**Signal wires on met1**

Supply wires on this layer in gray.
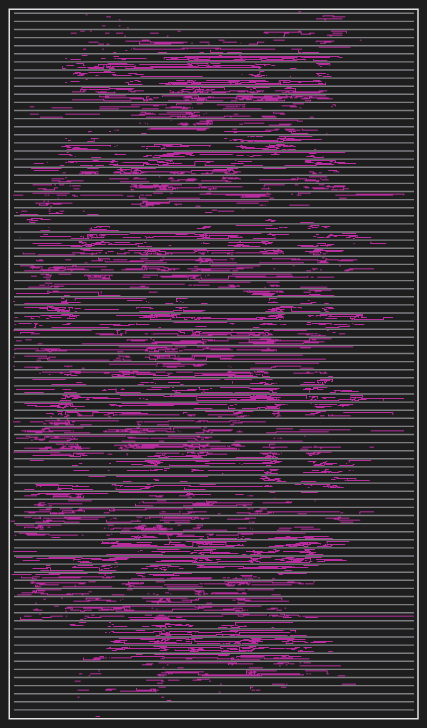
**Power grid**

Pins as bars on the die edge.
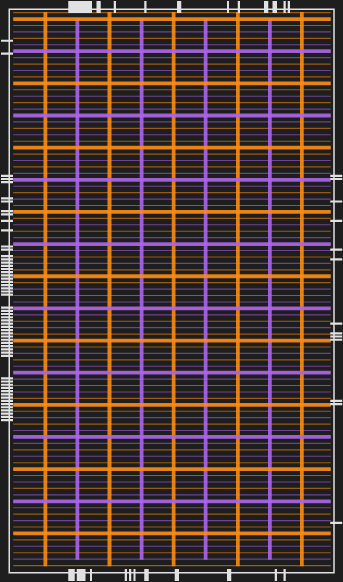
**Sequential cells grouped by signal name**

Other sequential cells in the stronger gray, the rest of the logic in the fainter gray.
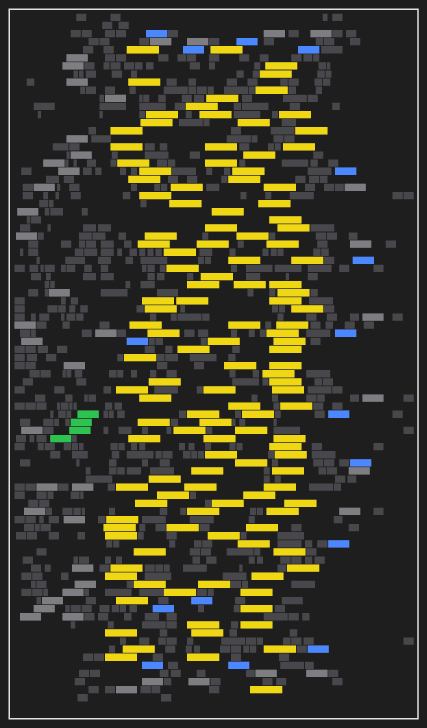
<file path="config.mk">
export PLATFORM = sky130hd
export DESIGN_NAME = alu_secuenciador
export DESIGN_NICKNAME = d
export VERILOG_FILES = /design/src/rtl/alu_secuenciador.sv
export SDC_FILE = /design/constraint.sdc
export NUM_CORES = 1
export LEC_CHECK = 0
export CAP_MARGIN = 20
export CORE_ASPECT_RATIO = 1.75
export CORE_UTILIZATION = 30
export CTS_CLUSTER_SIZE = 25
export DETAILED_ROUTE_END_ITERATION = 7
export PLACE_DENSITY_LB_ADDON = 0.12
export REMOVE_ABC_BUFFERS = 1
export SLEW_MARGIN = 20
export SYNTH_ARGS = -nofsm -noshare
export SYNTH_HDL_FRONTEND = slang
export SYNTH_SLANG_ARGS = --single-unit
</file>
<file path="constraint.sdc">
create_clock -name clk_i -period 3.33 [get_ports clk_i]
set_input_delay 0.666 -clock clk_i [delete_from_list [all_inputs] [get_ports clk_i]]
set_output_delay 0.666 -clock clk_i [all_outputs]
set_load 0.03 [all_outputs]
</file>
<file path="src/rtl/alu_secuenciador.sv">
// alu_secuenciador: command sequencer in front of the 4-bit-opcode ALU.
// Holds a small register file, accepts one command at a time, reads both
// operands into registered ALU ports, captures the ALU result, writes it back
// into the register file and returns it to the consumer with N/Z/error flags.
// Sequence per command: IDLE -> EXEC -> WB -> RESP -> IDLE.
module alu_secuenciador #(
  parameter  int ANCHO = 16,
  parameter  int NREG  = 8,
  localparam int AW    = $clog2(NREG)
) (
  input  logic             clk_i,
  input  logic             rst_i,
  input  logic             cmd_valid_i,
  output logic             cmd_ready_o,
  input  logic [3:0]       cmd_op_i,
  input  logic [AW-1:0]    cmd_ra_i,
  input  logic [AW-1:0]    cmd_rb_i,
  input  logic [AW-1:0]    cmd_rd_i,
  input  logic             cmd_flagin_i,
  input  logic             wr_en_i,
  input  logic [AW-1:0]    wr_addr_i,
  input  logic [ANCHO-1:0] wr_data_i,
  output logic             wr_busy_o,
  output logic [ANCHO-1:0] ALUa_o,
  output logic [ANCHO-1:0] ALUb_o,
  output logic             ALUflagin_o,
  output logic [3:0]       ALUcontrol_o,
  input  logic [ANCHO-1:0] ALUresult_i,
  output logic             res_valid_o,
  input  logic             res_ready_i,
  output logic [ANCHO-1:0] res_data_o,
  output logic             res_z_o,
  output logic             res_n_o,
  output logic             res_err_o
);

  typedef enum logic [1:0] {
    ST_IDLE = 2'd0,
    ST_EXEC = 2'd1,
    ST_WB   = 2'd2,
    ST_RESP = 2'd3
  } state_t;

  state_t            state_r;
  logic [ANCHO-1:0]  regs_r [NREG];
  logic [AW-1:0]     rd_r;

  logic              op_ok_s;
  logic [ANCHO-1:0]  res_next_s;
  logic              rf_we_s;
  logic [AW-1:0]     rf_idx_s;
  logic [ANCHO-1:0]  rf_data_s;

  // True only for the five opcodes the ALU implements.
  function automatic logic op_legal(input logic [3:0] op);
    logic ok;
    case (op)
      4'b1100, 4'b1101, 4'b1010, 4'b1011, 4'b1110: ok = 1'b1;
      default:                                     ok = 1'b0;
    endcase
    return ok;
  endfunction

  // Result to capture in WB: the ALU output for legal opcodes, zero otherwise.
  always_comb begin
    op_ok_s    = op_legal(ALUcontrol_o);
    res_next_s = {ANCHO{1'b0}};
    if (op_ok_s) begin
      res_next_s = ALUresult_i;
    end else begin
      res_next_s = {ANCHO{1'b0}};
    end
  end

  // Register-file write port: the WB writeback owns the port in WB, so a host
  // write arriving in that cycle is dropped; otherwise the host writes freely.
  always_comb begin
    rf_we_s   = 1'b0;
    rf_idx_s  = {AW{1'b0}};
    rf_data_s = {ANCHO{1'b0}};
    if (state_r == ST_WB) begin
      rf_we_s   = op_ok_s;
      rf_idx_s  = rd_r;
      rf_data_s = ALUresult_i;
    end else begin
      rf_we_s   = wr_en_i;
      rf_idx_s  = wr_addr_i;
      rf_data_s = wr_data_i;
    end
  end

  // Register file storage, cleared by reset.
  always_ff @(posedge clk_i) begin
    if (rst_i) begin
      for (int i = 0; i < NREG; i++) begin
        regs_r[i] <= {ANCHO{1'b0}};
      end
    end else if (rf_we_s) begin
      regs_r[rf_idx_s] <= rf_data_s;
    end
  end

  // Command sequencer with all outputs registered. Operands are read from the
  // register file at the accept edge, so a same-cycle host write to ra/rb is
  // not seen (old value is used).
  always_ff @(posedge clk_i) begin
    if (rst_i) begin
      state_r      <= ST_IDLE;
      cmd_ready_o  <= 1'b1;
      wr_busy_o    <= 1'b0;
      ALUa_o       <= {ANCHO{1'b0}};
      ALUb_o       <= {ANCHO{1'b0}};
      ALUflagin_o  <= 1'b0;
      ALUcontrol_o <= 4'b0000;
      rd_r         <= {AW{1'b0}};
      res_valid_o  <= 1'b0;
      res_data_o   <= {ANCHO{1'b0}};
      res_z_o      <= 1'b0;
      res_n_o      <= 1'b0;
      res_err_o    <= 1'b0;
    end else begin
      case (state_r)
        ST_IDLE: begin
          if (cmd_valid_i && cmd_ready_o) begin
            ALUa_o       <= regs_r[cmd_ra_i];
            ALUb_o       <= regs_r[cmd_rb_i];
            ALUflagin_o  <= cmd_flagin_i;
            ALUcontrol_o <= cmd_op_i;
            rd_r         <= cmd_rd_i;
            cmd_ready_o  <= 1'b0;
            state_r      <= ST_EXEC;
          end
        end
        ST_EXEC: begin
          wr_busy_o <= 1'b1;
          state_r   <= ST_WB;
        end
        ST_WB: begin
          wr_busy_o   <= 1'b0;
          res_data_o  <= res_next_s;
          res_z_o     <= (res_next_s == {ANCHO{1'b0}});
          res_n_o     <= res_next_s[ANCHO-1];
          res_err_o   <= ~op_ok_s;
          res_valid_o <= 1'b1;
          state_r     <= ST_RESP;
        end
        ST_RESP: begin
          if (res_ready_i) begin
            res_valid_o  <= 1'b0;
            ALUa_o       <= {ANCHO{1'b0}};
            ALUb_o       <= {ANCHO{1'b0}};
            ALUflagin_o  <= 1'b0;
            ALUcontrol_o <= 4'b0000;
            cmd_ready_o  <= 1'b1;
            state_r      <= ST_IDLE;
          end
        end
        default: begin
          state_r     <= ST_IDLE;
          cmd_ready_o <= 1'b1;
          wr_busy_o   <= 1'b0;
          res_valid_o <= 1'b0;
        end
      endcase
    end
  end

endmodule

</file>
==> impl_metrics.ini <==
; physical design summary
[yosys]
synth_seq_share_pct = 53.58
async_flop_share_pct = 0
synth_cells = 723
numSynthFlops = 191
synth-cells-yosys = 723
ys_area_sq_um = 9528
syn_area_per_cell_sq_um = 13.18
edf_count = 128
synth_cell_types = 43
ff_type = edfxtp_1
yosysWarnings = 0
syn_area_sq_um = 9528

[power_and_ir_drop]
power_density_nw_per_um2 = 646.8
comb_power_share_pct = 32.5
comb_power_mw = 2.47
p_leak_nw = 4.041
pwr.group.clock_mw = 2.01
power_mw = 7.582
clockPowerShare_pct = 26.5
swShare_pct = 35.29
power-top-group = sequential cells
intPower_mw = 4.906
sequentialPower_mw = 3.10
power_frac_seq_pct = 40.9
p_sw_mw = 2.675
ir_worst_vdd_uv = 390.9

[timing]
tightest_slew_ns = 0.8491
rsz0062_at_grt = false
slew_violations = 0
period_needed_ns = 2.774
relSlewSlack_pct = 41.77
period_used_pct = 83.31
setup_violations = 0
max_freq_mhz = 360.5
clock_skew_ns = 0.007023
whs_ns = 0.4639
hold_viol_final = 0

[global_route]
overflow = 0
antenna_found_initial = 0
grt.total_usage_pct = 20.52
met1_usage_pct = 22.25
grt_pass1_wl_um = 47490
busiest_layer = met2
grt_pass1_vias = 7361
met3_usage_pct = 3.220
gr-usage-met2_pct = 38.70
grt_max_degree = 160

[detailed_routing]
routed_wl_um = 31970
drt_iter0_drc = 467
drc = 0
drt-wirelength-per-cell_um = 25.89
drt-vias-per-instance = 5.679
ant_nets = 0
dr.pass1.iters = 5
vias = 7014

[hold_path]
hp-start = ALUb_o[12]
min_path_cells = 1
holdPathEnd = ALUb_o[12]
hold_class = flop to flop

[cells_and_area]
layout.nets = 883
fin_area_sq_um = 11720
seq_area_share_pct = 43.55
n_clock_buffer = 28
post_route_cells_drive_above_1_share_pct = 16.21
area_growth_pct = 23.03
bufAreaShareNonClock_pct = 13.36
comb_area_share_pct = 33.90
clk_share_pct = 4.803
flops = 191
num-multi-input-gates = 445
final-seq-area_sq_um = 5105
n_all_inverters = 5
utilization_pct = 37.31
buffers = 166
antenna_cells = 0
lay_top_cells = nor4_1 (128), edfxtp_1 (128), mux2i_1 (116)
largest_class = flip-flops and latches
mi_logic_area_sq_um = 3974
fin_cells = 1235
n_fill_cell = 3075

[clocking]
hold_buffers = 0
post_cts_buffers = 0
path_clk_slew_ns = 0.07
cts_tree = built
worstSkewPairLatency_ns = 0.45
htreeDepth = 4
cts_resized = 0
root_buffer = clkbuf_16
clockBufferDepth = 2
cts_sinks = 191
cts_inserted_buffers = 17

[place]
hpwl_um = 21130
postPlaceCellArea_sq_um = 11160
gp_congestion = 0.8220
dp_cells = 1203
numPortBuffers = 112

[floorplanning]
taps = 396
die_x_um = 136.7
io_pins = 113
core_area_sq_um = 31420
rows = 86
die.size.y_um = 237.8
fp.dieArea_sq_um = 32500
fp_util_pct = 30.32

[run_status]
outcome = completed

[worst_setup_path]
path_class = flop to flop
worst_path_max_delay_cell = ha_2
slowest_delay_ns = 0.54
crit_path_start_kind = flop
crit_path_end_kind = flop
critPathLaunch = state_r[1]
required_ns = 3.48
cpMostUsedCell = buf_4
r2r-start = state_r[1]
cpLargestDelayFamily = buffers and inverters
rr_endpoint = regs_r[1][7]
cp.depth = 5
worst-path-max-fanout = 48
worstPathCellList = ha_2 > buf_4 > o21a_4 > buf_4 > nor4_1
cp.arrival_ns = 2.92
crit_end = regs_r[1][7]
r2r_cells = 5
crit_buf_inv = 2
reg2reg_slack_ns = 0.56

[run]
drv_cap = 0
warnings = 29
Notes on 'signal wires on met1' above:
main direction: horizontal
nets with wire on the layer: 814
share of all routed wire: 37%
longest straight run: 57.5 um

Notes on 'power grid' above:
[purple] VDD
[orange] VSS
met1 rails: 87
met5 straps: 17
rows: 86
signal pins: 113
met4 straps: 9

Notes on 'sequential cells grouped by signal name' above:
[blue] ALUa_o | flops: 16
[yellow] regs_r | flops: 128
[green] ALUcontrol_o | flops: 4 | where: west
not colored: 43

-- cells in the mapped netlist, types with 11 or more instances --
| cell type | count | area (sq um) |
|---|---|---|
| a22oi_1 | 32 | 240.2 |
| dfxtp_1 | 63 | 1261 |
| nor4_1 | 128 | 800.8 |
| o21ai_0 | 11 | 55.05 |
| buf_2 | 24 | 120.1 |
| nor3_1 | 16 | 80.08 |
| o2bb2ai_1 | 16 | 140.1 |
| mux2i_1 | 116 | 1161 |
| mux4_2 | 32 | 720.7 |
| edfxtp_1 | 128 | 3844 |
| a32o_1 | 16 | 160.2 |
| clkbuf_1 | 35 | 131.4 |
-- state kept, by name, indices dropped and copies added, names as in the netlist --
register,cells
wr_busy_o,1
rd_r,3
ALUb_o,16
ALUflagin_o,1
res_err_o,1
regs_r,128
ALUcontrol_o,4
res_z_o,1
res_valid_o,1
cmd_ready_o,1
res_data_o,16
state_r,2
ALUa_o,16
-- kinds of logic (layout without fill, tap and decap cells) --
kind of cell | count (synthesis) | after routing | synth area share [%]
muxes | 148 | 148 | 19.75
DFF | 191 | 191 | 53.58
and+or+nand+nor | 189 | 189 | 12.58
adders and majority gates | 3 | 3 | 0.3940
AOI/OAI and AO/OA | 105 | 105 | 8.877
buffers and inverters | 87 | 203 | 4.819
-- per-layer routing --
layer | part of all wire (%) | wire length (um)
met5 | 0 | 0
met4 | 2.8 | 897
met3 | 3.3 | 1048
met2 | 57 | 18120
met1 | 37 | 11910
-- through the flow --
step / setup TNS (ns) / worst slack [ns]
after global placement: 0 / 0.5483
after CTS: 0 / 0.5386
after detailed placement: 0 / 0.5405
after floorplan: -665.48 / -3.301
final: 0 / 0.5558
after global routing: 0 / 0.3826
Power figures rest on the tool's default switching activity, not on a simulated workload.
